==> src/rtl/uart_tx_pkg.sv <==
// uart_tx_pkg: frame state encoding, TX line mux selects and line constants
// shared by the UART transmit frame controller.
// Macro UART_TX_PARITY_EN adds the PARITY state to the enumeration.
package uart_tx_pkg;

    // Line levels for the framing bits.
    localparam logic START_BIT = 1'b0;
    localparam logic STOP_BIT  = 1'b1;

    // Frame controller states. Encodings are fixed so that a debug probe
    // reads the same value whether or not parity support is built in.
    typedef enum logic [2:0] {
        ST_IDLE   = 3'd0,
        ST_START  = 3'd1,
        ST_DATA   = 3'd2,
`ifdef UART_TX_PARITY_EN
        ST_PARITY = 3'd3,
`endif
        ST_STOP   = 3'd4
    } tx_state_t;

    // Selects for the TX output mux.
    typedef enum logic [1:0] {
        SEL_START  = 2'd0,
        SEL_DATA   = 2'd1,
        SEL_PARITY = 2'd2,
        SEL_STOP   = 2'd3
    } tx_sel_t;

    // Line value for a given mux select. Idle and stop both drive the
    // marking level, so anything unrecognised falls back to STOP_BIT.
    function automatic logic tx_line_mux(input tx_sel_t sel,
                                         input logic    data_bit,
                                         input logic    parity_bit);
        logic line;
        case (sel)
            SEL_START:  line = START_BIT;
            SEL_DATA:   line = data_bit;
            SEL_PARITY: line = parity_bit;
            default:    line = STOP_BIT;
        endcase
        return line;
    endfunction

endpackage

==> src/rtl/uart_parity_calc.sv <==
// uart_parity_calc: combinational parity of a data word.
// odd=0 gives the plain XOR of all bits, odd=1 gives its inverse.
// Only built when UART_TX_PARITY_EN is defined; the parity-less frame
// controller has no use for it.
`ifdef UART_TX_PARITY_EN
module uart_parity_calc #(
    parameter int DATA_WIDTH = 8
) (
    input  logic [DATA_WIDTH-1:0] data,
    input  logic                  odd,
    output logic                  parity
);

    // Reduction XOR, optionally inverted for odd parity.
    always_comb begin
        parity = (^data) ^ odd;
    end

endmodule
`endif

==> src/rtl/uart_tx_ctrl.sv <==
// uart_tx_ctrl: UART transmit frame controller. Accepts a byte, drives the
// external serializer, and muxes start/data/parity/stop bits onto TX_OUT.
// One UART bit per CLK cycle. TX_OUT and busy are registered from the
// current state, so the line lags the state register by one cycle.
// Macro UART_TX_PARITY_EN adds PAR_EN/PAR_TYP, the PARITY state and the
// parity generator; without it every frame is start + data + stop.
//
// Host handshake: there is no ready signal. DATA_VALID=1 is accepted on a
// clock edge where the controller is in IDLE or STOP; P_DATA (and the parity
// controls) are captured on that edge. In every other state DATA_VALID is
// ignored and nothing is queued, so the host must hold or re-present it.
module uart_tx_ctrl
    import uart_tx_pkg::*;
#(
    parameter int DATA_WIDTH = 8
) (
    input  logic                  CLK,
    input  logic                  RST,
    input  logic [DATA_WIDTH-1:0] P_DATA,
    input  logic                  DATA_VALID,
`ifdef UART_TX_PARITY_EN
    input  logic                  PAR_EN,
    input  logic                  PAR_TYP,
`endif
    input  logic                  ser_data,
    input  logic                  ser_done,
    output logic [DATA_WIDTH-1:0] ser_p_data,
    output logic                  ser_en,
    output logic                  TX_OUT,
    output logic                  busy,
    output logic                  frame_err,
    output tx_state_t             state_dbg
);

    localparam int CNT_W = (DATA_WIDTH > 1) ? $clog2(DATA_WIDTH) : 1;
    localparam logic [CNT_W-1:0] CNT_LAST = CNT_W'(DATA_WIDTH - 1);

    tx_state_t        state;
    tx_state_t        next_state;
    tx_sel_t          line_sel;
    logic             busy_next;
    logic [CNT_W-1:0] bit_cnt;
    logic             accept;
    logic             cnt_last;
    logic             data_last;
    logic             count_mismatch;
    logic             parity_bit;

    assign state_dbg = state;

    // A byte is taken only when the line is idle or finishing a stop bit.
    assign accept = DATA_VALID && ((state == ST_IDLE) || (state == ST_STOP));

    // DATA ends on whichever of serializer done / local count comes first;
    // the two disagreeing is the frame error condition.
    assign cnt_last       = (bit_cnt == CNT_LAST);
    assign data_last      = (state == ST_DATA) && (ser_done || cnt_last);
    assign count_mismatch = (state == ST_DATA) && (ser_done != cnt_last);

`ifdef UART_TX_PARITY_EN
    logic par_en_q;
    logic par_typ_q;

    // Parity controls are frozen for the whole frame at acceptance.
    always_ff @(posedge CLK or negedge RST) begin
        if (!RST) begin
            par_en_q  <= 1'b0;
            par_typ_q <= 1'b0;
        end else if (accept) begin
            par_en_q  <= PAR_EN;
            par_typ_q <= PAR_TYP;
        end
    end

    // Parity is taken from the latched byte, never the live P_DATA.
    uart_parity_calc #(
        .DATA_WIDTH(DATA_WIDTH)
    ) u_parity (
        .data   (ser_p_data),
        .odd    (par_typ_q),
        .parity (parity_bit)
    );
`else
    assign parity_bit = STOP_BIT;
`endif

    // State register.
    always_ff @(posedge CLK or negedge RST) begin
        if (!RST) begin
            state <= ST_IDLE;
        end else begin
            state <= next_state;
        end
    end

    // Next-state, line select, busy and serializer enable for the current state.
    always_comb begin
        next_state = state;
        line_sel   = SEL_STOP;
        busy_next  = 1'b1;
        ser_en     = 1'b0;
        case (state)
            ST_IDLE: begin
                busy_next = 1'b0;
                if (accept) begin
                    next_state = ST_START;
                end
            end
            ST_START: begin
                line_sel   = SEL_START;
                ser_en     = 1'b1;
                next_state = ST_DATA;
            end
            ST_DATA: begin
                line_sel = SEL_DATA;
                ser_en   = 1'b1;
                if (data_last) begin
`ifdef UART_TX_PARITY_EN
                    next_state = par_en_q ? ST_PARITY : ST_STOP;
`else
                    next_state = ST_STOP;
`endif
                end
            end
`ifdef UART_TX_PARITY_EN
            ST_PARITY: begin
                line_sel   = SEL_PARITY;
                next_state = ST_STOP;
            end
`endif
            ST_STOP: begin
                line_sel   = SEL_STOP;
                next_state = accept ? ST_START : ST_IDLE;
            end
            default: begin
                busy_next  = 1'b0;
                next_state = ST_IDLE;
            end
        endcase
    end

    // Registered line and busy; reset drives the line to mark immediately.
    always_ff @(posedge CLK or negedge RST) begin
        if (!RST) begin
            TX_OUT <= STOP_BIT;
            busy   <= 1'b0;
        end else begin
            TX_OUT <= tx_line_mux(line_sel, ser_data, parity_bit);
            busy   <= busy_next;
        end
    end

    // Data bit counter: restarts at zero every time DATA is entered.
    always_ff @(posedge CLK or negedge RST) begin
        if (!RST) begin
            bit_cnt <= '0;
        end else if (state == ST_DATA) begin
            bit_cnt <= bit_cnt + CNT_W'(1);
        end else begin
            bit_cnt <= '0;
        end
    end

    // Byte latch feeding the serializer, loaded only on acceptance.
    always_ff @(posedge CLK or negedge RST) begin
        if (!RST) begin
            ser_p_data <= '0;
        end else if (accept) begin
            ser_p_data <= P_DATA;
        end
    end

    // Sticky frame error; only reset clears it.
    always_ff @(posedge CLK or negedge RST) begin
        if (!RST) begin
            frame_err <= 1'b0;
        end else if (count_mismatch) begin
            frame_err <= 1'b1;
        end
    end

endmodule

==> config.mk <==
export PLATFORM = sky130hd
export DESIGN_NAME = uart_tx_ctrl
export DESIGN_NICKNAME = d
export VERILOG_FILES = /design/src/rtl/uart_tx_pkg.sv /design/src/rtl/uart_parity_calc.sv /design/src/rtl/uart_tx_ctrl.sv
export SDC_FILE = /design/constraint.sdc
export NUM_CORES = 1
export LEC_CHECK = 0
export CAP_MARGIN = 40
export CORE_MARGIN = 5
export CORE_UTILIZATION = 44
export CTS_BUF_LIST = sky130_fd_sc_hd__clkbuf_2
export CTS_CLUSTER_DIAMETER = 150
export DETAILED_ROUTE_END_ITERATION = 10
export PLACE_DENSITY_LB_ADDON = 0.1
export SYNTH_ARGS = -nofsm -noshare
export SYNTH_HDL_FRONTEND = slang
export SYNTH_HIERARCHICAL = 1
export SYNTH_SLANG_ARGS = --single-unit
==> constraint.sdc <==
create_clock -name CLK -period 1.55 [get_ports CLK]
set_input_delay 0.31 -clock CLK [delete_from_list [all_inputs] [get_ports CLK]]
set_output_delay 0.31 -clock CLK [all_outputs]
set_load 0.1 [all_outputs]
==> results.yml, run 1 <==
# physical design summary
logic_synthesis:
  ys_cells: 50
  ys_seq_share_pct: 57.5
  syn_inst: 50
  numSynthFlops: 17
  synthesis.nets: 66
  syn-cell-area_um2: 742
  ys_types: 19
layout:
  final_layout_size_suffix_gt1_share_pct: 46.5
  nNetsFinal: 103
  stdcell_count: 102
  layout-area-overhead-vs-synth_pct: 70.8
  n_antenna_cell: 0
setup_path:
  worstPathRequired_ns: 1.24
  path_buffers: 1
  cp_slowest_cell: "dfrtp_4"
  crit_arrival_ns: 1.44
  end_kind: "output port"
  max_stage_delay_ns: 0.51
  crit_type: "flip-flop to output port"
  path_cells: "or2b_1 > a21oi_4 > buf_12"
detailed_routing:
  drc_errors: 0
  routed_wl_um: 1560
  drt_iter0_drc: 4
clock_tree:
  clkTransAtPathRegs_ns: 0.15
  numCtsBuffers: 3
  cts_num_sinks: 17
  cts_buffer_depth: 2
  clk_latency_ns: 0.29
  htree_levels: 1
floorplanning:
  fp.dieW_um: 51.1
  die_area_um2: 2610
  die_h_um: 51.1
  io_pins: 28
outcome:
  status: "complete, but fails checks"
  violations: "negative setup slack"
placed_design:
  place.gp.congestion: 0.707
  port_buffers: 27
sta:
  worstMarginPinSlew_ns: 0.346
  slew_violations: 0
  rsz0062_at_grt: "true"
  hold_viol: 0
  finalSetupViolCount: 1
  slew_headroom_pct: 76.9
  fin_ws_ns: -0.198
  period_needed_ns: 1.75
global_routing:
  grt_antenna_before_repair: 0
  grt_use_total_pct: 13.5
  grt_max_degree: 18
flow_run:
  max_cap_viol_count: 0
  warning_count: 29
run 1: final timing paths:
kind | start | end | slack [ns] | cells after the start
max | state_dbg[0] | ser_en | -0.20 | 3
min | RST | ser_p_data[3] | 0.32 | 2
max reg2reg | state_dbg[1] | ser_p_data[1] | 0.08 | 4
min reg2reg | bit_cnt[0] | bit_cnt[0] | 0.46 | 1
max in group asynchronous | RST | TX_OUT | 0.98 | 2
min in group CLK | bit_cnt[0] | bit_cnt[0] | 0.46 | 1
run 1: Yosys cell counts:
cell,number,area [µm²]
a21o_1,2,15.0
a21oi_1,2,10.0
and2_1,2,12.5
buf_6,2,22.5
dfrtp_1,16,400
dfstp_2,1,26.3
ha_1,3,37.5
inv_1,2,7.51
mux2_4,8,120
nand3b_1,1,7.51
nor2_1,2,7.51
nor3b_1,1,7.51
nor3b_2,1,12.5
o21a_1,1,7.51
o21ai_0,1,5.00
or2b_1,1,7.51
or2b_2,1,8.76
or3b_1,2,17.5
xor2_1,1,8.76
run 1: logic make-up (layout without fill, tap and decap cells):
kind of cell	Yosys count	count (layout)	share of synthesized area, %
AOI/OAI and AO/OA	6	6	5.06
and+or+nand+nor	11	11	11.0
adders and majority gates	3	3	5.06
buffers and inverters	4	40	4.05
DFF	17	17	57.5
muxes	8	8	16.2
xor gates and xnor gates	1	1	1.18
run 1: cell type report:
| type | count | area [µm²] |
|---|---|---|
| Tap cell | 16 | 20.0 |
| Inverter | 2 | 7.51 |
| Fill cell | 88 | 292 |
| Multi-Input combinational cell | 29 | 305 |
| Sequential cell | 17 | 434 |
| Timing Repair Buffer | 34 | 480 |
| Clock buffer | 4 | 20.0 |
run 1: what timing repair did:
action,CTS,global route
setup endpoints to repair,1,10
cloned,0,1
gates resized,2,3
pin swaps,2,1
setup buffers,4,1
run 1: flip-flops by register name, indices dropped and copies added (netlist names):
signal,cells
TX_OUT,1
state_dbg,3
busy,1
ser_p_data,8
bit_cnt,3
frame_err,1
run 1: layer usage:
metal	up-vias	global-route usage, %	part of all wire [%]
met5	-	0	0
met4	0	2.69	0.77
met3	3	5.52	4.9
met2	14	24.2	54
met1	237	15.0	40
li1	242	-	-
run 1: stage by stage:
step	TNS [ns]	utilization [%]	hold WS, ns
floorplan	-0.385	-	0.0144
global placement	-0.0132	77.2	0.431
detailed placement	-0.175	77.2	0.443
CTS	-0.226	80.9	0.305
global route	-0.261	81.3	0.292
finish	-0.198	81.3	0.319
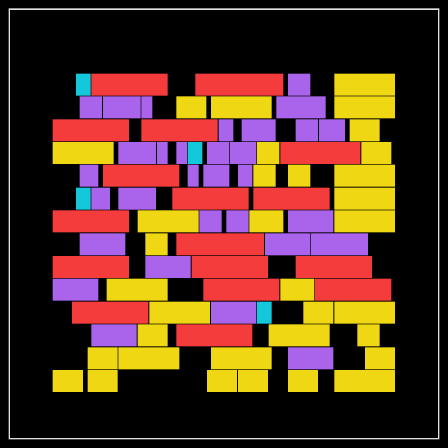
run_1/cell_classes.png
[red] flip-flops | cells: 17 | share of their area: 35%
[cyan] clock drivers and dummy loads | cells: 4 | share of their area: 1.6%
[yellow] other buffers and delay cells | cells: 34 | share of their area: 39%
[purple] all other logic | cells: 31 | share of their area: 25%
Core Footprint: 1560 µm²
final instance area: 1270 µm²
sequential share of cell area: 34.3%
Final Util: 81.3%

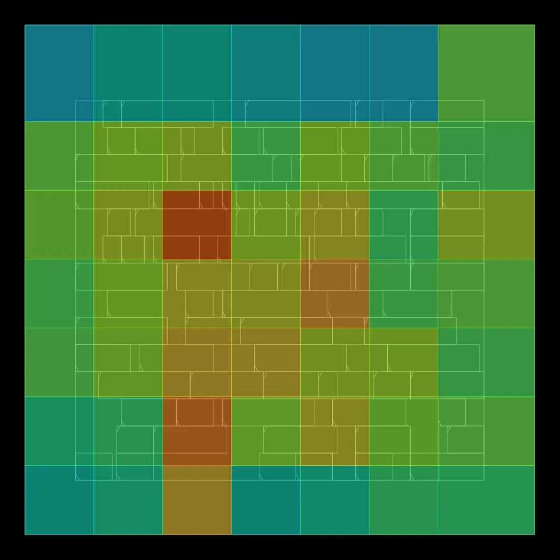
run_1/final_congestion.png
Avg WL per Cell: 15.3 µm
met2 Use GR: 24.2%
M3 GR Usage: 5.52%

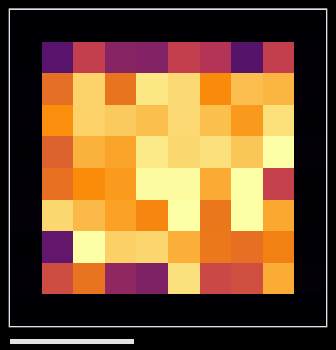
run_1/density.png
Bar = 20 µm. The die is cut into 10 by 10 equal tiles; black is low, pale yellow is high, 0 to 100% covered.
tiles over 75% full: 38%
nearly empty tiles: 36%
mean over tiles: 48%
fullest tile: 100%
densest ninth of the die: middle

run_1/pdn.png
Bar = 20 µm. Pins as bars on the die edge.
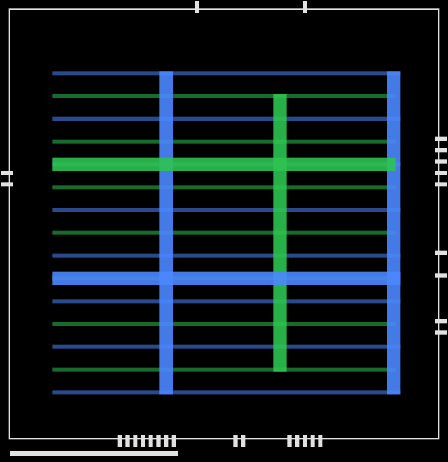

==> run 2, diff against run 1 <==
CORE_UTILIZATION = 30   (was 44)
MAX_ROUTING_LAYER = met4   (was unset)
PLACE_DENSITY_LB_ADDON = 0.12   (was 0.1)
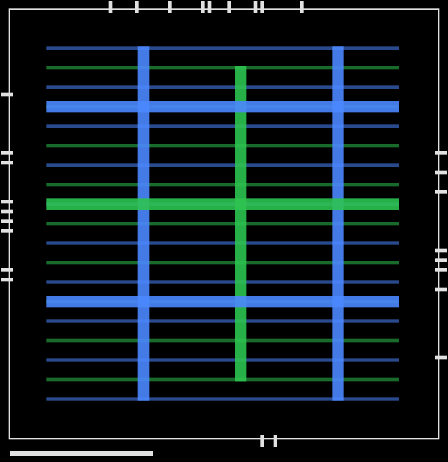
run_2/pdn.png
Bar = 20 µm. Pins as bars on the die edge.
[blue] VSS
[green] VDD
signal pins: 28
rows: 18
met4 straps: 3
met1 rails: 19

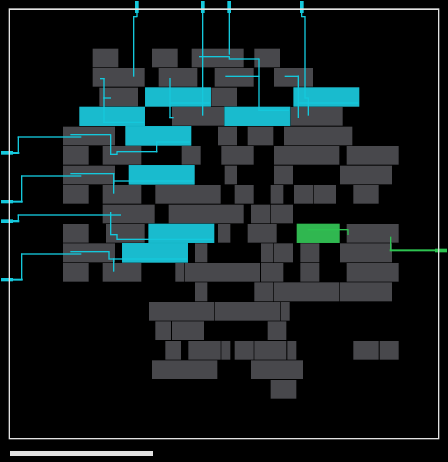
run_2/port_nets.png
Bar = 20 µm.
[cyan] ser_p_data | bits: 8 | direction: output | edge: 4 top, 4 left | end cells: 8 | buffers: 8 | wire: 241 µm
[green] ser_en | bits: 1 | direction: output | edge: right | end cells: 1 | buffers: 1 | wire: 14.3 µm
top-level I/O count: 28
I/O Buffers: 27

==> run 2 against run 1 <==
  * Sequential cell count unchanged
  * The run still ends with negative setup slack left
==> results.yml, run 2 <==
# physical design summary
detailed_routing:
  wl_per_cell_um: 11.3
  drc_errors: 0
  drt_iter0_drc: 2
  routed_wl_um: 1310
global_routing:
  grt_antenna_before_repair: 0
  grt_max_degree: 18
logic_synthesis:
  area_leaders: "dfrtp_1 54%, mux2_4 16%, ha_1 5.1%, dfstp_2 3.5%, buf_6 3.0%"
  yosysTopAreaCellShare_pct: 54.0
  ys_sh_xor_pct: 1.18
  yosys_most_used_dff: "dfrtp_1"
  mux_share_pct: 16.2
  yosys.area_share.simple_pct: 11.0
  ys_types: 19
  numSynthFlops: 17
  synthTopLogicFamily: "multiplexers"
  synthesis.nets: 66
  ys_async_sr_fraction_pct: 100
  common_cells: "16 x dfrtp_1, 8 x mux2_4, 3 x ha_1"
  ys_seq_share_pct: 57.5
  ys_cells: 50
setup_path:
  crit_arrival_ns: 1.42
  max_stage_delay_ns: 0.52
  path_buffers: 1
  crit_type: "flip-flop to output port"
  path_cells: "or2b_1 > a21oi_4 > buf_12"
  cp_slowest_cell: "dfrtp_4"
sta:
  rsz0062_at_grt: "true"
  finalSetupViolCount: 1
  slew_violations: 0
  slew_headroom_pct: 76.1
  hold_viol: 0
  fin_hold_ws_ns: 0.324
  fin_ws_ns: -0.176
  period_needed_ns: 1.73
  worstMarginPinSlew_ns: 0.359
  tns_ns: -0.176
clock_tree:
  cts_num_sinks: 17
  numCtsBuffers: 3
  cts_buffer_depth: 2
  htree_levels: 1
floorplanning:
  die_area_um2: 3570
  die_h_um: 59.7
  core_area_um2: 2410
layout:
  n_antenna_cell: 0
  largest_reg_flops: 8
  final_util_pct: 52.8
  finalInstanceArea_um2: 1270
  nFillCells: 207
outcome:
  violations: "negative setup slack"
  status: "complete, but fails checks"
placed_design:
  place.gp.congestion: 0.644
==> run 2: kinds of logic after synthesis <==
kind of cell             after synthesis
multiplexers                           8
XOR/XNOR                               1
AND-OR/OR-AND                          6
flip-flops                            17
adder cells (fa/ha/maj)                3
AND/OR/NAND/NOR                       11
buffers and inverters                  4
==> run 2: repair_timing <==
item | in CTS | in global routing
pin swaps | 1 | 0
buffers inserted | 3 | 0
gates cloned | 0 | 0
resized | 0 | 0
endpoints found under the setup margin | 1 | 1
==> run 2: final timing paths <==
check                      slack, ns         start  cells past startpoint            end
max                            -0.18  state_dbg[0]                      3         ser_en
min reg2reg                     0.47    bit_cnt[0]                      1     bit_cnt[0]
min                             0.32           RST                      2  ser_p_data[3]
min in group CLK                0.47    bit_cnt[0]                      1     bit_cnt[0]
max reg2reg                     0.11  state_dbg[0]                      4  ser_p_data[2]
max in group asynchronous       0.98           RST                      2         TX_OUT
==> run 2: metal layers <==
metal | part of all wire (%) | up-vias | global-route usage, %
met3 | 7.5 | 2 | 3.67
met2 | 43 | 17 | 10.3
met1 | 48 | 229 | 12.5
met5 | 0 | - | -
met4 | 0.92 | 0 | 3.80
li1 | - | 242 | -
==> run 2: area by class of cell <==
type	instances	area (µm²)	share of cell area [%]
Clock buffer	4	20.0	1.57
Inverter	2	7.51	0.591
Multi-Input combinational cell	29	299	23.5
Sequential cell	17	434	34.2
Tap cell	30	37.5	2.95
Timing Repair Buffer	34	473	37.2
==> run 2: worst register-to-register path, stage by stage (launching register included) <==
cell and delay, ns:
dfrtp_4 0.52, buf_4 0.15, nor3b_2 0.20, buf_4 0.18, mux2_4 0.30
run_2/density.png
Bar = 20 µm. The die is cut into 12 by 12 equal tiles; black is low, pale yellow is high, 0 to 100% covered.
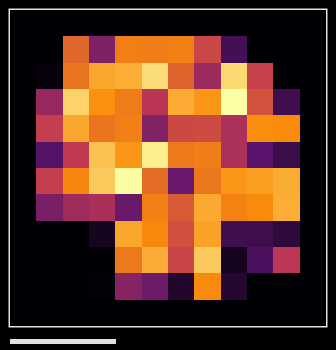

==> run 3, diff against run 2 <==
SKIP_CTS_REPAIR_TIMING = 1   (was unset)
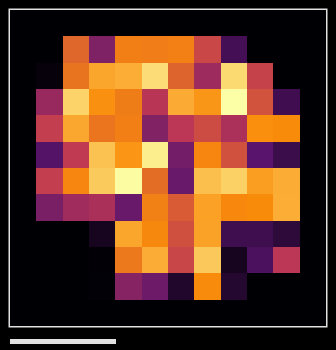
run_3/density.png
Bar = 20 µm. The die is cut into 12 by 12 equal tiles; black is low, pale yellow is high, 0 to 100% covered.
mean over tiles: 35%
nearly empty tiles: 41%
densest ninth of the die: middle
emptiest ninth of the die: bottom left
fullest tile: 100%
tiles over 75% full: 18%

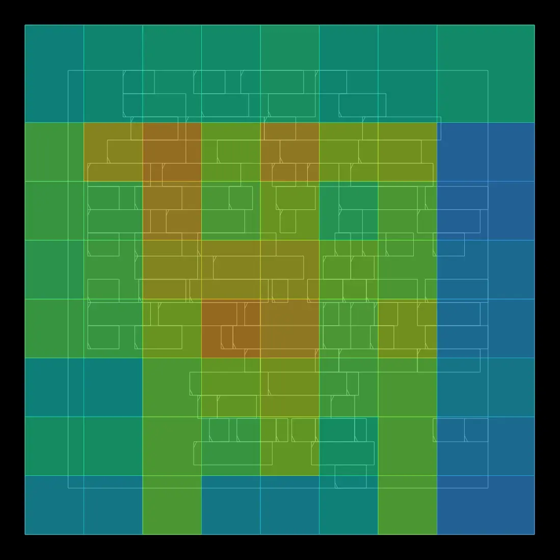
run_3/final_congestion.png
Avg WL per Cell: 11.4 µm
Final Util: 52.8%
routing usage on met1: 12.2%

==> run 3 against run 2 <==
  * The flow still finishes with violations (negative setup slack)
  * Sequential cell count is the same
  * Area after synthesis is the same
  * Clock-buffer cell count is the same
  * Largest cell class unchanged
  * Maximum frequency shrank 1.1%
  * Via count shrank 0.20%
==> results.yml, run 3 <==
# physical design summary
layout:
  seq_area_um2: 434
  nFillCells: 208
  finalInstanceArea_um2: 1270
logic_synthesis:
  common_cells: "16 x dfrtp_1, 8 x mux2_4, 3 x ha_1"
  yosysTopAreaCellShare_pct: 54.0
  ys_types: 19
  yosys_most_used_dff: "dfrtp_1"
  synthesis.nets: 66
  ys_seq_share_pct: 57.5
  area_leaders: "dfrtp_1 54%, mux2_4 16%, ha_1 5.1%, dfstp_2 3.5%, buf_6 3.0%"
  ys_async_sr_fraction_pct: 100
sta:
  finalSetupViolCount: 1
  hold_viol: 0
  period_needed_ns: 1.75
  fin_ws_ns: -0.196
  slew_headroom_pct: 76.1
  slew_violations: 0
  fin_hold_ws_ns: 0.325
  rsz0062_at_grt: "true"
clock_tree:
  cts_num_sinks: 17
  numCtsBuffers: 3
  htree_levels: 1
detailed_routing:
  routed_wl_um: 1320
  drt_iter0_drc: 2
  drc_errors: 0
setup_path:
  crit_type: "flip-flop to output port"
  max_stage_delay_ns: 0.53
  crit_arrival_ns: 1.44
  path_cells: "or2b_1 > a21oi_4 > buf_12"
floorplanning:
  io_pins: 28
  core_area_um2: 2410
placed_design:
  port_buffers: 27
outcome:
  status: "complete, but fails checks"
  violations: "negative setup slack"
global_routing:
  grt_max_degree: 18
run 3: worst paths after layout:
path / from / end / slack, ns / cells after the start
worst min-delay path: RST / ser_p_data[3] / 0.33 / 2
worst max register to register: state_dbg[0] / ser_p_data[2] / 0.09 / 4
max in group asynchronous: RST / TX_OUT / 0.98 / 2
worst max-delay path: state_dbg[0] / ser_en / -0.20 / 3
worst min register to register: bit_cnt[0] / bit_cnt[0] / 0.47 / 1
min in group CLK: bit_cnt[0] / bit_cnt[0] / 0.47 / 1
run 3: area by class of cell:
class                           count  share of cell area, %
Clock buffer                        4                   1.57
Inverter                            2                  0.591
Multi-Input combinational cell     29                   23.5
Sequential cell                    17                   34.2
Tap cell                           30                   2.95
Timing Repair Buffer               34                   37.2
run 3: cells by family after synthesis:
kind of cell	Yosys count	share of synthesized area, %
compound gates	6	5.06
simple gates	11	11.0
mux	8	16.2
buf+inv	4	4.05
fa+ha+maj	3	5.06
xor+xnor	1	1.18
flops	17	57.5
run 3: metal layers:
metal  share of wire, %  vias to the layer above  GRT usage (%)
met2                 44                       17           10.3
li1                   -                      241              -
met4               0.91                        0           3.80
met5                  0                        -              -
met3                7.4                        2           3.67
met1                 48                      229           12.2
